==> src/rtl/car_start_sequencer_if.sv <==
// Signal bundle between the safety system / driver controls and the start sequencer.
// The master side drives the vehicle inputs; the slave side is the sequencer.
interface car_start_sequencer_if;
  logic       key;
  logic       start_btn;
  logic       start_permit;
  logic       chime;
  logic       warn_pri1;
  logic       eng_run;
  logic       ign_on;
  logic       starter;
  logic       buzzer;
  logic       deny;
  logic       lockout;
  logic [2:0] state;
  logic [1:0] retry_cnt;

  modport master (
    output key, start_btn, start_permit, chime, warn_pri1, eng_run,
    input  ign_on, starter, buzzer, deny, lockout, state, retry_cnt
  );

  modport slave (
    input  key, start_btn, start_permit, chime, warn_pri1, eng_run,
    output ign_on, starter, buzzer, deny, lockout, state, retry_cnt
  );
endinterface

==> src/rtl/car_start_sequencer.sv <==
// Engine-start controller: ignition -> timed crank -> run, with retry, cool-down and lockout.
// Also drives the cabin buzzer from the safety system's chime and priority-1 warning.
module car_start_sequencer #(
  parameter int unsigned CRANK_CYC  = 8,
  parameter int unsigned COOL_CYC   = 4,
  parameter int unsigned MAX_RETRY  = 3,  // must fit the 2-bit retry counter
  parameter int unsigned CHIME_HALF = 2
) (
  input logic                  clk,
  input logic                  rst,
  car_start_sequencer_if.slave bus
);

  localparam logic [2:0] StIdle  = 3'd0;
  localparam logic [2:0] StArmed = 3'd1;
  localparam logic [2:0] StCrank = 3'd2;
  localparam logic [2:0] StCool  = 3'd3;
  localparam logic [2:0] StRun   = 3'd4;
  localparam logic [2:0] StLock  = 3'd5;

  localparam int unsigned MaxCyc  = (CRANK_CYC > COOL_CYC) ? CRANK_CYC : COOL_CYC;
  localparam int unsigned TimerW  = $clog2(MaxCyc) + 1;
  localparam int unsigned PhaseW  = (CHIME_HALF > 1) ? $clog2(CHIME_HALF) : 1;

  localparam logic [TimerW-1:0] CrankLast = TimerW'(CRANK_CYC - 1);
  localparam logic [TimerW-1:0] CoolLast  = TimerW'(COOL_CYC - 1);
  localparam logic [PhaseW-1:0] ChimeLast = PhaseW'(CHIME_HALF - 1);
  localparam logic [1:0]        RetryMax  = 2'(MAX_RETRY);

  logic [2:0]        state_q, state_d;
  logic [TimerW-1:0] timer_q, timer_d;
  logic [1:0]        retry_q, retry_d;
  logic              deny_q, deny_d;
  logic              buzz_q, buzz_d;
  logic [PhaseW-1:0] chime_ph_q, chime_ph_d;
  logic              chime_lvl_q, chime_lvl_d;
  logic              btn_q;
  logic              press;
  logic              crank_ok;
  logic [1:0]        retry_inc;

  assign press     = bus.start_btn & ~btn_q;
  assign crank_ok  = bus.start_permit & ~bus.warn_pri1;
  assign retry_inc = retry_q + 2'd1;

  // Main sequencer; KEY removal overrides every state.
  always_comb begin
    state_d = state_q;
    timer_d = '0;
    retry_d = retry_q;
    deny_d  = 1'b0;

    if (!bus.key) begin
      state_d = StIdle;
      retry_d = '0;
    end else begin
      case (state_q)
        StIdle: begin
          retry_d = '0;
          state_d = StArmed;
        end

        StArmed: begin
          if (press) begin
            if (crank_ok) begin
              state_d = StCrank;
            end else begin
              deny_d = 1'b1;
            end
          end
        end

        StCrank: begin
          timer_d = timer_q + TimerW'(1);
          if (bus.eng_run) begin
            // Engine catching wins even on the last permitted crank cycle.
            state_d = StRun;
            retry_d = '0;
            timer_d = '0;
          end else if (!bus.start_permit) begin
            state_d = StArmed;
            timer_d = '0;
          end else if (timer_q == CrankLast) begin
            retry_d = retry_inc;
            timer_d = '0;
            state_d = (retry_inc == RetryMax) ? StLock : StCool;
          end
        end

        StCool: begin
          timer_d = timer_q + TimerW'(1);
          deny_d  = press;
          if (timer_q == CoolLast) begin
            state_d = StArmed;
            timer_d = '0;
          end
        end

        StRun: begin
          retry_d = '0;
          if (!bus.eng_run) begin
            state_d = StArmed;
          end
        end

        StLock: begin
          deny_d = press;
        end

        default: begin
          state_d = StIdle;
          retry_d = '0;
        end
      endcase
    end
  end

  // Chime phase runs only while CHIME is high; first toggle lands on the first CHIME cycle.
  always_comb begin
    chime_ph_d  = '0;
    chime_lvl_d = 1'b0;
    if (bus.chime) begin
      chime_lvl_d = (chime_ph_q == '0) ? ~chime_lvl_q : chime_lvl_q;
      chime_ph_d  = (chime_ph_q == ChimeLast) ? '0 : chime_ph_q + PhaseW'(1);
    end
  end

  always_comb begin
    buzz_d = 1'b0;
    if (bus.warn_pri1 && (state_q != StIdle)) begin
      buzz_d = 1'b1;
    end else if (bus.chime) begin
      buzz_d = chime_lvl_d;
    end
  end

  always_ff @(posedge clk) begin
    if (rst) begin
      state_q     <= StIdle;
      timer_q     <= '0;
      retry_q     <= '0;
      deny_q      <= 1'b0;
      buzz_q      <= 1'b0;
      chime_ph_q  <= '0;
      chime_lvl_q <= 1'b0;
      btn_q       <= 1'b0;
    end else begin
      state_q     <= state_d;
      timer_q     <= timer_d;
      retry_q     <= retry_d;
      deny_q      <= deny_d;
      buzz_q      <= buzz_d;
      chime_ph_q  <= chime_ph_d;
      chime_lvl_q <= chime_lvl_d;
      btn_q       <= bus.start_btn;
    end
  end

  // Moore decodes of the registered state.
  always_comb begin
    bus.ign_on  = 1'b0;
    bus.starter = 1'b0;
    bus.lockout = 1'b0;
    case (state_q)
      StArmed, StCool, StRun: bus.ign_on = 1'b1;
      StCrank: begin
        bus.ign_on  = 1'b1;
        bus.starter = 1'b1;
      end
      StLock: begin
        bus.ign_on  = 1'b1;
        bus.lockout = 1'b1;
      end
      default: ;
    endcase
  end

  assign bus.buzzer    = buzz_q;
  assign bus.deny      = deny_q;
  assign bus.state     = state_q;
  assign bus.retry_cnt = retry_q;

endmodule
==> src/flat_wrapper.sv <==
// flat-port wrapper written by rule: the top's interface ports become plain ports
module car_start_sequencer_flat 
#(
  parameter int unsigned CRANK_CYC  = 8,
  parameter int unsigned COOL_CYC   = 4,
  parameter int unsigned MAX_RETRY  = 3,                                     
  parameter int unsigned CHIME_HALF = 2
)
  (clk, rst, bus_key, bus_start_btn, bus_start_permit, bus_chime, bus_warn_pri1, bus_eng_run, bus_ign_on, bus_starter, bus_buzzer, bus_deny, bus_lockout, bus_state, bus_retry_cnt);
  car_start_sequencer_if bus_i ();
  input logic clk;
  input logic rst;
  input wire logic [$bits(bus_i.key)-1:0] bus_key;
  input wire logic [$bits(bus_i.start_btn)-1:0] bus_start_btn;
  input wire logic [$bits(bus_i.start_permit)-1:0] bus_start_permit;
  input wire logic [$bits(bus_i.chime)-1:0] bus_chime;
  input wire logic [$bits(bus_i.warn_pri1)-1:0] bus_warn_pri1;
  input wire logic [$bits(bus_i.eng_run)-1:0] bus_eng_run;
  output wire logic [$bits(bus_i.ign_on)-1:0] bus_ign_on;
  output wire logic [$bits(bus_i.starter)-1:0] bus_starter;
  output wire logic [$bits(bus_i.buzzer)-1:0] bus_buzzer;
  output wire logic [$bits(bus_i.deny)-1:0] bus_deny;
  output wire logic [$bits(bus_i.lockout)-1:0] bus_lockout;
  output wire logic [$bits(bus_i.state)-1:0] bus_state;
  output wire logic [$bits(bus_i.retry_cnt)-1:0] bus_retry_cnt;
  assign bus_i.key = bus_key;
  assign bus_i.start_btn = bus_start_btn;
  assign bus_i.start_permit = bus_start_permit;
  assign bus_i.chime = bus_chime;
  assign bus_i.warn_pri1 = bus_warn_pri1;
  assign bus_i.eng_run = bus_eng_run;
  assign bus_ign_on = bus_i.ign_on;
  assign bus_starter = bus_i.starter;
  assign bus_buzzer = bus_i.buzzer;
  assign bus_deny = bus_i.deny;
  assign bus_lockout = bus_i.lockout;
  assign bus_state = bus_i.state;
  assign bus_retry_cnt = bus_i.retry_cnt;
  car_start_sequencer #(.CRANK_CYC(CRANK_CYC), .COOL_CYC(COOL_CYC), .MAX_RETRY(MAX_RETRY), .CHIME_HALF(CHIME_HALF)) u_core (.clk(clk), .rst(rst), .bus(bus_i));
endmodule
==> config.mk <==
export PLATFORM = sky130hd
export DESIGN_NAME = car_start_sequencer_flat
export DESIGN_NICKNAME = d
export VERILOG_FILES = /design/src/rtl/car_start_sequencer_if.sv /design/src/rtl/car_start_sequencer.sv /design/src/flat_wrapper.sv
export SDC_FILE = /design/constraint.sdc
export NUM_CORES = 1
export LEC_CHECK = 0
export CAP_MARGIN = 10
export CORE_ASPECT_RATIO = 1.1
export CORE_MARGIN = 3
export CORE_UTILIZATION = 45
export CTS_CLUSTER_SIZE = 10
export DETAILED_ROUTE_END_ITERATION = 6
export HOLD_SLACK_MARGIN = 0.08
export PLACE_DENSITY = 0.82
export SKIP_LAST_GASP = 1
export SLEW_MARGIN = 20
export SYNTH_ARGS = -nofsm -noshare
export SYNTH_HDL_FRONTEND = slang
export SYNTH_SLANG_ARGS = --single-unit
==> constraint.sdc <==
create_clock -name clk -period 1.8 [get_ports clk]
set_clock_uncertainty 0.1 [all_clocks]
set_input_delay 0.18 -clock clk [delete_from_list [all_inputs] [get_ports clk]]
set_output_delay 0.18 -clock clk [all_outputs]
set_load 0.005 [all_outputs]
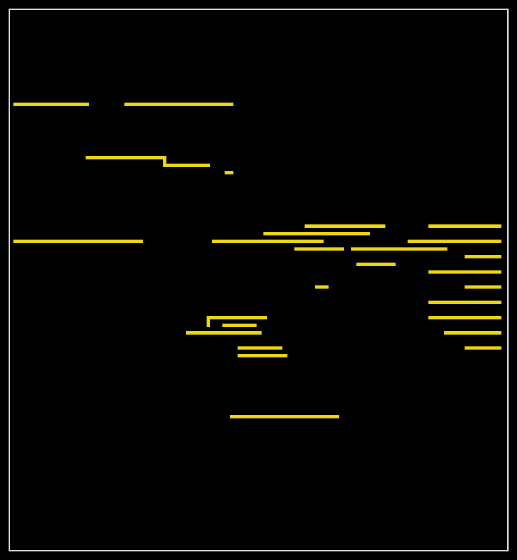
m3.png
longest straight run = 11.3 um
nets with wire on the layer = 22
main direction = horizontal
Via Count: 720
met3 Usage GRT: 0.0627
drt total wl: 1950 um

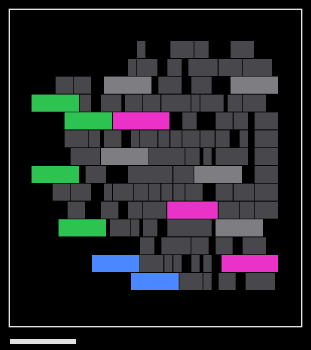
ff_map.png
Scale bar: 10 um. Other sequential cells in the stronger gray, the rest of the logic in the fainter gray.
green -> `u_core.timer_q`  # placed flops 4, where left middle
blue -> `u_core.bus.retry_cnt`  # placed flops 2
magenta -> `u_core.bus.state`  # placed flops 3
sequential power: 0.326 mW
Seq area share: 0.291
Storage cell area: 289 um^2

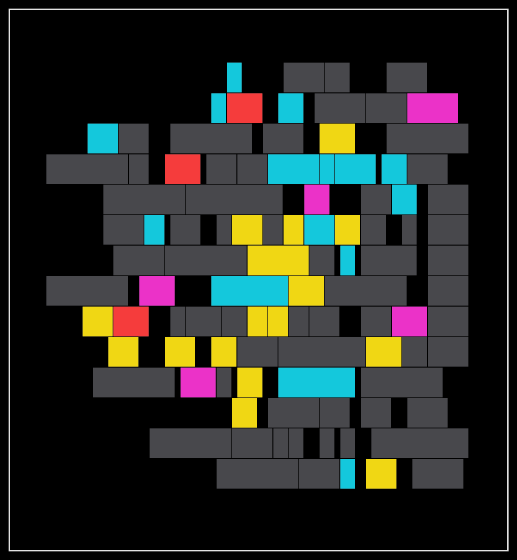
gates.png
red -> xor and xnor cells  # cells 3
magenta -> and/or cells  # cells 5
yellow -> aoi and oai cells  # cells 16, where middle
cyan -> nor cells  # cells 15
Post-Layout Cell Count: 116
combinational share of cell area: 0.423
Commonest Layout Cell: clkdlybuf4s50_1

==> results.toml <==
# physical design summary
[setup_path]
slowest_delay_ns = 0.51
critPathLaunchType = "flip-flop"
ff2ff_path_depth = 4
crit_type = "flip-flop to primary output"
cp_top_family = "buffers and inverters"
critical_path_cell_count = 2
endpoint = "bus_state[0]"
r2r_start = "u_core.timer_q[0]$_SDFF_PP0_"
r2r_setup_slack_ns = 0.27
path_cells = "buf_4 > clkdlybuf4s50_1"
worst-path-buf-inv = 2
crit_start = "u_core.bus.state[0]$_SDFFE_PP0P_"
end_kind = "primary output"
crit_required_ns = 1.52
cp.arrival_ns = 1.40
r2r_end = "u_core.timer_q[1]$_SDFF_PP0_"
slowest_stage = "clkdlybuf4s50_1"
path_max_fanout = 9

[floorplanning]
num_io_pins = 18
fp_util = 0.507
die_w_um = 44.4
die_area_mm2 = 0.00214
core-area_mm2 = 0.00144
rows = 14
die_h_um = 48.2

[synthesis]
ys_cells = 77
ys.flops = 14
ys_seq_frac = 0.385
synth-main-ff-cell = "dfxtp_1"
syn_nets = 87
syn_inst = 77
syn_area_um2 = 728
ys_warn_count = 0
synth_dominant_cell_count = "dfxtp_1"
synth.top_cells.by_count = "14 x dfxtp_1, 5 x nor2_1, 4 x inv_1, 4 x nand2_1"
ys_chip_area_um2 = 728
area_leaders = "dfxtp_1 38%, ha_1 3.4%, nor3b_2 3.4%, a211oi_1 3.1%, nand4_1 2.6%"
syn_area_per_cell_um2 = 9.46
synthDistinctLibCells = 37
synth-edff-count = 0
post-synth-top-area-cell = "dfxtp_1"
async_reset_ff_frac = 0
top_cell_area_share = 0.385

[clocking]
clockRootBuffer = "clkbuf_4"
clock_path_buffers = 2
cts_buffers = 3
clk_pin_slew_ns = 0.08
numClockSinks = 14
clk_latency_ns = 0.29
cts.htree.levels = 1
cts_tree = "yes"
postCtsHoldBufs = 0

[place]
io_buffers = 17
place_ws_ns = 0.183
place.gp.congestion = 0.794
post-dp-hpwl_um = 1410

[drt]
ant_nets = 0
wl_per_cell_um = 16.8
drt_iter0_drc = 26
first_pass_iters = 4
drc = 0
via_per_inst = 6.21

[cells_and_area]
regMostFlops = "u_core.timer_q"
nNetsFinal = 111
mostFrequentLayoutCells = "15 x clkdlybuf4s50_1, 11 x dfxtp_1, 5 x nor2_1, 5 x buf_4"
largest_reg_flops = 4
drive_gt1_frac = 0.180
final_util = 0.692
antenna_cells = 0
area_growth_pct = 36.4

[worst_hold_path]
min_path_cells = 1
min-delay-start = "u_core.chime_ph_q$_SDFF_PP0_"
holdCritPathClass = "flip-flop to flip-flop"
min_to = "u_core.chime_ph_q$_SDFF_PP0_"

[power]
p_per_area_mw_per_mm2 = 655
p_leak_nw = 0.385
p_total_mw = 0.650
vdd_drop_max_uv = 616

[grt]
grt_pass1_vias = 681
grt_usage = 0.208
antenna_found_initial = 0
grt_max_degree = 12
grt_overflow = 0
grt_pass1_wl_um = 3110

[final_timing]
whs_ns = 0.368
final.setup.worst_slack_ns = 0.123
final.min_clock_period_ns = 1.68
fin_crit_sh = 0.932
rsz0062_at_grt = "false"
fin_setup_tns_ns = 0
hold_viol_final = 0
slew_violations = 0
tightest_slew_ns = 0.411
setup_viol = 0
max_freq_mhz = 596
slew_headroom = 0.725

[outcome]
status = "complete, no violations"

[flow_run]
warnings = 27
cap_violations = 0
## through the flow
| stage | cell area [um^2] | std cells |
|---|---|---|
| 4_1_cts | 962 | 114 |
| 5_1_grt | 993 | 116 |
| 2_1_floorplan | 728 | 77 |
| 3_3_place_gp | 917 | 110 |
| 6_report | 993 | 116 |
| 3_5_place_dp | 917 | 110 |
## kinds of logic (layout without fill, tap and decap cells)
| family | count (synthesis) | count (layout) | share of synthesized area |
|---|---|---|---|
| AOI/OAI and AO/OA | 17 | 17 | 0.177 |
| DFF | 14 | 14 | 0.385 |
| and+or+nand+nor | 34 | 34 | 0.314 |
| adders and majority gates | 2 | 2 | 0.0344 |
| buffers and inverters | 7 | 30 | 0.0533 |
| xor gates and xnor gates | 3 | 3 | 0.0361 |
## power by group
part / internal [mW] / total [mW] / switching (mW)
clock: 0.123 / 0.236 / 0.112
combinational: 0.0491 / 0.0883 / 0.0392
sequential: 0.317 / 0.326 / 0.00952
total: 0.489 / 0.650 / 0.161
## worst reg2reg max path: cells and delay by family, from the launching register on
family | cells | cell delay [ns]
adders and majority gates | 1 | 0.25
AOI/OAI and AO/OA | 1 | 0.23
DFF | 1 | 0.37
and+or+nand+nor | 2 | 0.47
## area by class of cell
cell class	instances	area, um^2
multi-input combinational	56	420
tap	16	20.0
clock buffer	4	36.3
sequential	14	289
timing repair buffer	22	213
inverter	4	15.0
fill	106	443
## what timing repair did
action | in CTS | in global routing
endpoints found under the setup margin | 4 | 2
setup buffers | 0 | 2
cloned | 0 | 0
resized | 3 | 6
## metal layers
layer	up-vias	global-route usage	wire [um]
met3	5	0.0627	160
met4	0	0.108	32
met5	-	0	0
met1	337	0.204	708
met2	42	0.401	1050
li1	336	-	-
Power is estimated from default activity; no workload was simulated.
